File: src/rtl/parity_rx.sv
// parity_rx: serial frame receiver with parity and stop-bit checking.
// A frame is one start bit (0), 8 data bits LSB first, one parity bit and
// one stop bit (1). One bit is consumed per cycle with rx_valid=1; cycles
// with rx_valid=0 hold all state.
//
// Parameters:
//   ODD_PARITY  0 = even parity, 1 = odd parity
// Optional feature macro:
//   PARITY_RX_ERR_CNT_EN  defined: saturating count of errored frames on
//                         err_count; undefined: err_count tied to 8'h00
// Ports:
//   clk         rising-edge clock
//   rst         synchronous active-high reset
//   rx_bit      serial data bit, sampled when rx_valid=1
//   rx_valid    bit strobe
//   data_out    last received data byte, held until the next frame
//   data_valid  one-cycle pulse, the cycle after the stop strobe
//   parity_err  parity mismatch, valid with data_valid
//   frame_err   stop bit was 0, valid with data_valid
//   busy        high while a frame is in progress
//   err_count   errored-frame counter (see macro above)
module parity_rx #(
  parameter bit ODD_PARITY = 1'b0
) (
  input  logic       clk,
  input  logic       rst,
  input  logic       rx_bit,
  input  logic       rx_valid,
  output logic [7:0] data_out,
  output logic       data_valid,
  output logic       parity_err,
  output logic       frame_err,
  output logic       busy,
  output logic [7:0] err_count
);

  localparam int unsigned DATA_W = 8;
  localparam int unsigned CNT_W  = 3;
  localparam int unsigned ECNT_W = 8;

  localparam logic [1:0] S_IDLE   = 2'd0;
  localparam logic [1:0] S_DATA   = 2'd1;
  localparam logic [1:0] S_PARITY = 2'd2;
  localparam logic [1:0] S_STOP   = 2'd3;

  logic [1:0]        state;
  logic [1:0]        state_next;
  logic [CNT_W-1:0]  count;
  logic [DATA_W-1:0] shreg;
  logic              par_bit;
  logic              stop_take_c;
  logic              perr_c;
  logic              ferr_c;

  // State register
  always_ff @(posedge clk) begin
    if (rst) state <= S_IDLE;
    else     state <= state_next;
  end

  // Next-state logic; transitions only happen on strobe cycles
  always_comb begin
    state_next  = state;
    stop_take_c = 1'b0;
    if (rx_valid) begin
      case (state)
        S_IDLE:   if (!rx_bit) state_next = S_DATA;
        S_DATA:   if (count == CNT_W'(DATA_W - 1)) state_next = S_PARITY;
        S_PARITY: state_next = S_STOP;
        S_STOP: begin
          state_next  = S_IDLE;
          stop_take_c = 1'b1;
        end
        default:  state_next = S_IDLE;
      endcase
    end
  end

  // Frame checks evaluated against the stop strobe currently being taken
  assign perr_c = par_bit != ((^shreg) ^ ODD_PARITY);
  assign ferr_c = ~rx_bit;

  // Datapath and registered outputs
  always_ff @(posedge clk) begin
    if (rst) begin
      count      <= '0;
      shreg      <= '0;
      par_bit    <= 1'b0;
      data_out   <= '0;
      data_valid <= 1'b0;
      parity_err <= 1'b0;
      frame_err  <= 1'b0;
      busy       <= 1'b0;
    end else begin
      data_valid <= stop_take_c;
      parity_err <= stop_take_c & perr_c;
      frame_err  <= stop_take_c & ferr_c;
      busy       <= state_next != S_IDLE;
      if (stop_take_c) data_out <= shreg;
      if (rx_valid) begin
        case (state)
          S_IDLE: count <= '0;
          S_DATA: begin
            shreg[count] <= rx_bit;
            count        <= count + CNT_W'(1);
          end
          S_PARITY: par_bit <= rx_bit;
          default: ;
        endcase
      end
    end
  end

`ifdef PARITY_RX_ERR_CNT_EN
  // Counts in step with the data_valid pulse it belongs to; sticks at all-ones
  always_ff @(posedge clk) begin
    if (rst) begin
      err_count <= '0;
    end else if (stop_take_c && (perr_c || ferr_c) && (err_count != {ECNT_W{1'b1}})) begin
      err_count <= err_count + ECNT_W'(1);
    end
  end
`else
  assign err_count = ECNT_W'(0);
`endif

endmodule
File: config.mk
export PLATFORM = sky130hd
export DESIGN_NAME = parity_rx
export DESIGN_NICKNAME = d
export VERILOG_FILES = /design/src/rtl/parity_rx.sv
export SDC_FILE = /design/constraint.sdc
export NUM_CORES = 1
export LEC_CHECK = 0
export CAP_MARGIN = 5
export CORE_ASPECT_RATIO = 0.7
export CORE_UTILIZATION = 53
export CTS_CLUSTER_DIAMETER = 100
export CTS_CLUSTER_SIZE = 12
export DETAILED_ROUTE_END_ITERATION = 8
export PLACE_DENSITY = 0.92
export SYNTH_ARGS = -nofsm -noshare
export SYNTH_HDL_FRONTEND = slang
export SYNTH_SLANG_ARGS = --single-unit
File: constraint.sdc
create_clock -name clk -period 2.26 [get_ports clk]
set_input_delay 0.565 -clock clk [delete_from_list [all_inputs] [get_ports clk]]
set_output_delay 0.565 -clock clk [all_outputs]
set_load 0.05 [all_outputs]
==> results.txt, run 1 <==
fresh numbers from the pnr run: Area growth, synth to finish 14.67%, endpoints failing setup 0, commonest non-fill, non-tap cells in the layout sky130_fd_sc_hd__dfxtp_1, sky130_fd_sc_hd__clkdlybuf4s50_1, sky130_fd_sc_hd__a21oi_1, slew of the pin with the lowest slew margin 734.2 ps, Internal 658.3 uW, distinct cell type count of the synthesized netlist 27, share of total power in combinational logic 0.083, number of input and output port buffers inserted 15, maximum buffer depth of the clock tree 2, FF-to-FF Start count[1], xor/xnor cell area share of the yosys netlist 0.06149, final hold slack 496.2 ps, Worst Hold Class flop to flop, antenna-violating nets left 0, chip area in the Yosys report 1160 um^2, wire length of the first global-routing pass 3215 um, Setup Crit Path Kind flop to output pin, number of warning messages in the logs 26, maximum number of pins on one net before global-route repair 16, cell with the largest stage delay on the worst path sky130_fd_sc_hd__clkdlybuf4s50_1, clock network latency to the later pin of the worst-skew pair 320 ps, quantity of gates resized following cts 0, Overall Global Routing Usage 0.1947, peak clock frequency supported by timing 0.4839 GHz, Register-to-Register Setup Slack 790 ps, failing checks design-rule violations, Slowest Stage Delay on Critical Path 810 ps, count of buffer and inverter cells on the critical path 1, Post-CTS Setup Repair Bufs 0, power density normalized to cell area 639.7 nW/um^2, met3 track demand over resource 0.06625, post-route minimum period 2067 ps, DR DRC count 3, status finished, violations left, number of H-tree levels 1, Floorplan Core Area 1952 um^2, total detailed-routing wirelength 2040 um, Synth Area in Adders 0.02157, accumulated negative setup slack 0 ps, kind of cell adding the most delay to the critical path buffers and inverters, antenna violations before repair 0, Worst slew margin 0.5082
[run 1: logic make-up (layout without fill, tap and decap cells)]
group                      Yosys count  after routing
DFF                                 26             26
and+or+nand+nor                     37             37
adders and majority gates            2              2
AOI/OAI and AO/OA                   32             32
buffers and inverters               17             20
xor gates and xnor gates             5              5
other                                1              8
muxes                                2              2
[run 1: per-stage QoR]
stage                     utilization  setup slack [ps]  cells  power [uW]  area [um^2]
after floorplan                     -             776.0    129       544.8         1186
after global placement         0.6545             231.8    150       546.4         1277
after detailed placement       0.6545             176.6    150       548.2         1277
after CTS                      0.6814             186.1    154       856.9         1330
after global routing           0.6814             129.0    154       888.0         1330
final                          0.6814             193.3    154       850.9         1330
[run 1: synthesized netlist by cell type]
library cell | n | area share
sky130_fd_sc_hd__nor2_1 | 5 | 0.016
sky130_fd_sc_hd__nand3_1 | 8 | 0.035
sky130_fd_sc_hd__xnor2_1 | 2 | 0.015
sky130_fd_sc_hd__conb_1 | 1 | 0.0032
sky130_fd_sc_hd__a21oi_1 | 13 | 0.056
sky130_fd_sc_hd__nand4_1 | 2 | 0.011
sky130_fd_sc_hd__xnor3_1 | 2 | 0.039
sky130_fd_sc_hd__clkbuf_1 | 9 | 0.029
sky130_fd_sc_hd__dfxtp_1 | 26 | 0.45
sky130_fd_sc_hd__nand2_1 | 5 | 0.016
sky130_fd_sc_hd__and4bb_2 | 1 | 0.011
sky130_fd_sc_hd__or4b_1 | 1 | 0.0086
sky130_fd_sc_hd__nand4bb_1 | 1 | 0.0097
sky130_fd_sc_hd__o31ai_1 | 2 | 0.013
sky130_fd_sc_hd__xor2_1 | 1 | 0.0076
sky130_fd_sc_hd__nor2b_1 | 5 | 0.027
sky130_fd_sc_hd__a22o_1 | 8 | 0.060
sky130_fd_sc_hd__nand2b_1 | 4 | 0.022
sky130_fd_sc_hd__ha_1 | 2 | 0.022
sky130_fd_sc_hd__a31oi_1 | 1 | 0.0054
sky130_fd_sc_hd__nand3b_1 | 1 | 0.0065
sky130_fd_sc_hd__mux2i_1 | 2 | 0.017
sky130_fd_sc_hd__a22oi_1 | 1 | 0.0065
sky130_fd_sc_hd__and4b_1 | 3 | 0.026
sky130_fd_sc_hd__o21ai_0 | 7 | 0.030
sky130_fd_sc_hd__nand4b_1 | 1 | 0.0076
sky130_fd_sc_hd__buf_4 | 8 | 0.052
[run 1: power groups by stage]
| stage | Clock (uW) | Sequential, uW | Combinational, uW |
|---|---|---|---|
| floorplan | 0 | 479 | 65.4 |
| global placement | 0 | 478 | 68.8 |
| finish | 312 | 468 | 70.6 |
| CTS | 318 | 468 | 70.3 |
| global route | 344 | 469 | 74.9 |
| detailed placement | 0 | 478 | 70.0 |
[run 1: worst min-delay path by stage]
stage	startpoint	to	slack, ps
floorplan	shreg[4]	data_out[4]	460
global placement	data_out[0]	data_out[0]	460
detailed placement	data_out[2]	data_out[2]	470
CTS	data_out[7]	data_out[7]	500
global route	data_out[2]	data_out[2]	520
finish	data_out[7]	data_out[7]	500
[run 1: layout make-up]
type	instances	area (um^2)
timing repair buffer	16	157.7
clock inverter	1	30.03
multi-input combinational	86	571.8
fill	161	621.8
sequential	26	520.5
tap	22	27.53
clock buffer	3	22.52
### Cell placement, run 1

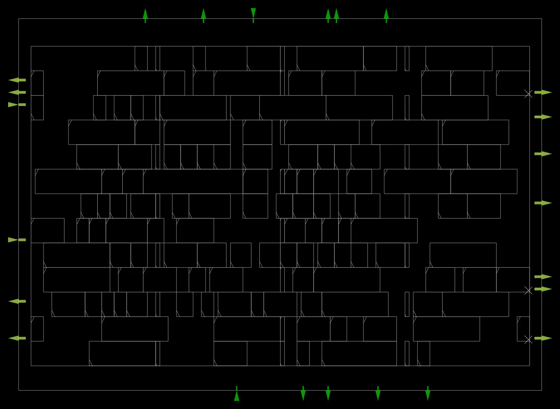
fraction of area in registers: 0.3913
site row count: 13
fin cells: 154
final design utilization: 0.6814
# Taps: 22

### Wire density map, run 1

Scale: 4 px per um. The die is cut into 12 by 8 equal tiles; dark purple is low, yellow is high, scaled to the fullest tile. Values are wire area over tile area, all layers added.
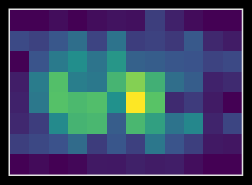
nearly empty tiles: 13%
tiles over half the peak: 15%
fullest tile: 0.53

### Wiring by layer, run 1

Scale: 6 px per um. Two of the layers only.
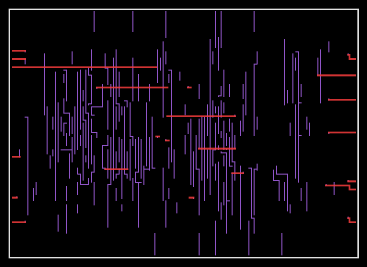
legend:
  met3:
    color: red
    wire_length: 93.1 um
  met2:
    color: purple
    wire_length: 940 um

### Gate families picked out, run 1

Scale: 6 px per um.
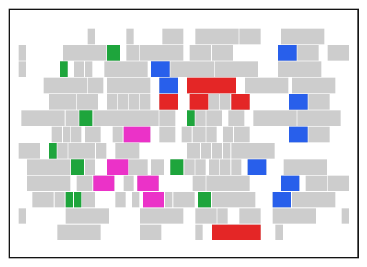
legend:
  XOR/XNOR gates:
    color: red
    cells: 5
  AND and OR gates:
    color: magenta
    cells: 5
  NOR gates:
    color: green
    cells: 10
  AND-OR and OR-AND gates:
    color: blue
    cells: 8

## Run 2: what changed since run 1
CAP_MARGIN = 20   (was 5)
### Cell placement, run 2

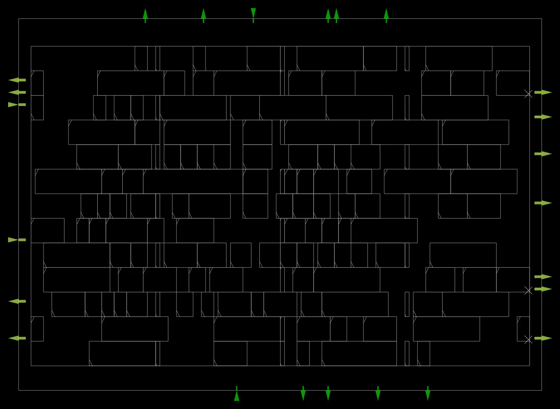
flop count: 26
filler cell count: 161
Floorplan Core Area: 1952 um^2

### Cells by drive strength, run 2

Scale: 6 px per um.
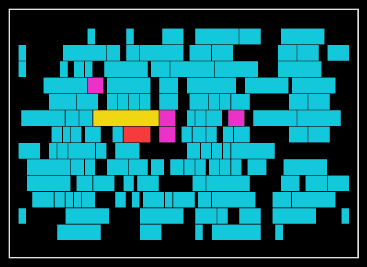
legend:
  drive 6 and up:
    color: yellow
    cells: 1
    share: 0.76%
  drive 2:
    color: red
    cells: 1
    share: 0.76%
  drive 3 to 4:
    color: magenta
    cells: 4
    share: 3.0%
  drive 1 or less:
    color: cyan
    cells: 126
    share: 95%

==> results.txt, run 2 <==
fresh numbers from the pnr run: dominant register cell sky130_fd_sc_hd__dfxtp_1, slew of the pin with the lowest slew margin 734.2 ps, status finished, violations left, clock network latency to the later pin of the worst-skew pair 320 ps, dominant cell by count in the synthesized netlist sky130_fd_sc_hd__dfxtp_1, peak clock frequency supported by timing 0.4839 GHz, DR DRC count 3, post-route minimum period 2067 ps, top cell type by total area after synthesis sky130_fd_sc_hd__dfxtp_1, Reg area 520.5 um^2, Logic area 571.8 um^2, post-place instance area 1277 um^2, number of H-tree levels 1, failing checks design-rule violations, post-layout total power 850.9 uW, distinct cell type count of the synthesized netlist 27, chip area in the Yosys report 1160 um^2, count of buffer and inverter cells on the critical path 1, site row count 13, Post-CTS Setup Repair Bufs 0, accumulated negative setup slack 0 ps, FF-to-FF Start count[1], top cells by count, synth sky130_fd_sc_hd__dfxtp_1, sky130_fd_sc_hd__a21oi_1, sky130_fd_sc_hd__clkbuf_1, wire length of the first global-routing pass 3215 um, worst hold path endpoint data_out[7], maximum number of pins on one net before global-route repair 16, maximum buffer depth of the clock tree 2, Hold Path Origin data_out[7], Area growth, synth to finish 14.67%, Top area cell types sky130_fd_sc_hd__dfxtp_1, sky130_fd_sc_hd__a22o_1, sky130_fd_sc_hd__a21oi_1, flip-flops with a built-in enable 0, area of all placed cells without fillers 1330 um^2, endpoints failing setup 0, Setup Crit Path Kind flop to output pin, power density normalized to cell area 639.7 nW/um^2, commonest non-fill, non-tap cells in the layout sky130_fd_sc_hd__dfxtp_1, sky130_fd_sc_hd__clkdlybuf4s50_1, sky130_fd_sc_hd__a21oi_1
### Wire density map, run 2

Scale: 4 px per um. The die is cut into 12 by 8 equal tiles; dark purple is low, yellow is high, scaled to the fullest tile. Values are wire area over tile area, all layers added.
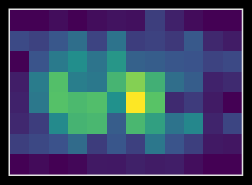
tiles over half the peak: 15%
densest ninth of the die: center
mean over tiles: 0.14
nearly empty tiles: 13%
fullest tile: 0.53

-- run 2: cell counts in the layout (fill, tap and decap cells not counted) --
No cell type changed its count.
-- run 2: final cells by class --
cell class                      instances  share of cell area
Clock inverter                          1             0.02258
Multi-Input combinational cell         86              0.4299
Clock buffer                            3             0.01693
Sequential cell                        26              0.3913
Timing Repair Buffer                   16              0.1185
Tap cell                               22             0.02070
-- run 2: how the worst max path moves through the flow --
stage	endpoint	slack (ps)	cells past startpoint
6_report	data_out[4]	190	1
5_1_grt	data_out[4]	130	1
4_1_cts	data_out[4]	190	1
3_5_place_dp	data_out[1]	180	3
3_3_place_gp	parity_err	230	4
2_1_floorplan	parity_err	780	5
-- run 2: metal layers --
| layer | wire length, um | part of all wire | up-vias | global-route usage |
|---|---|---|---|---|
| met1 | 968 | 0.47 | 408 | 0.2201 |
| li1 | - | - | 444 | - |
| met3 | 93 | 0.046 | 7 | 0.06625 |
| met4 | 38 | 0.019 | 0 | 0.1012 |
| met5 | 0 | 0 | - | 0 |
| met2 | 940 | 0.46 | 26 | 0.3420 |
-- run 2: logic make-up (layout without fill, tap and decap cells) --
kind of cell               Yosys count  after routing  share of synthesized area
and+or+nand+nor                     37             37                     0.1953
AOI/OAI and AO/OA                   32             32                     0.1715
DFF                                 26             26                     0.4488
buffers and inverters               17             20                    0.08091
xor gates and xnor gates             5              5                    0.06149
adders and majority gates            2              2                    0.02157
muxes                                2              2                    0.01726
other                                1              8                   0.003233
-- run 2: metrics by stage --
| stage | utilization | instances | hold slack (ps) |
|---|---|---|---|
| global route | 0.6814 | 154 | 522.0 |
| finish | 0.6814 | 154 | 496.2 |
| detailed placement | 0.6545 | 150 | 467.5 |
| CTS | 0.6814 | 154 | 501.7 |
| global placement | 0.6545 | 150 | 462.4 |
| floorplan | - | 129 | 459.7 |
-- run 2: power breakdown --
part	internal [uW]	switching (uW)	leakage, uW
clock	179	133	0.0000279
combinational	16.5	54.1	0.000275
sequential	462	5.89	0.000210
total	658	193	0.000513
Power and IR drop assume default switching activity.
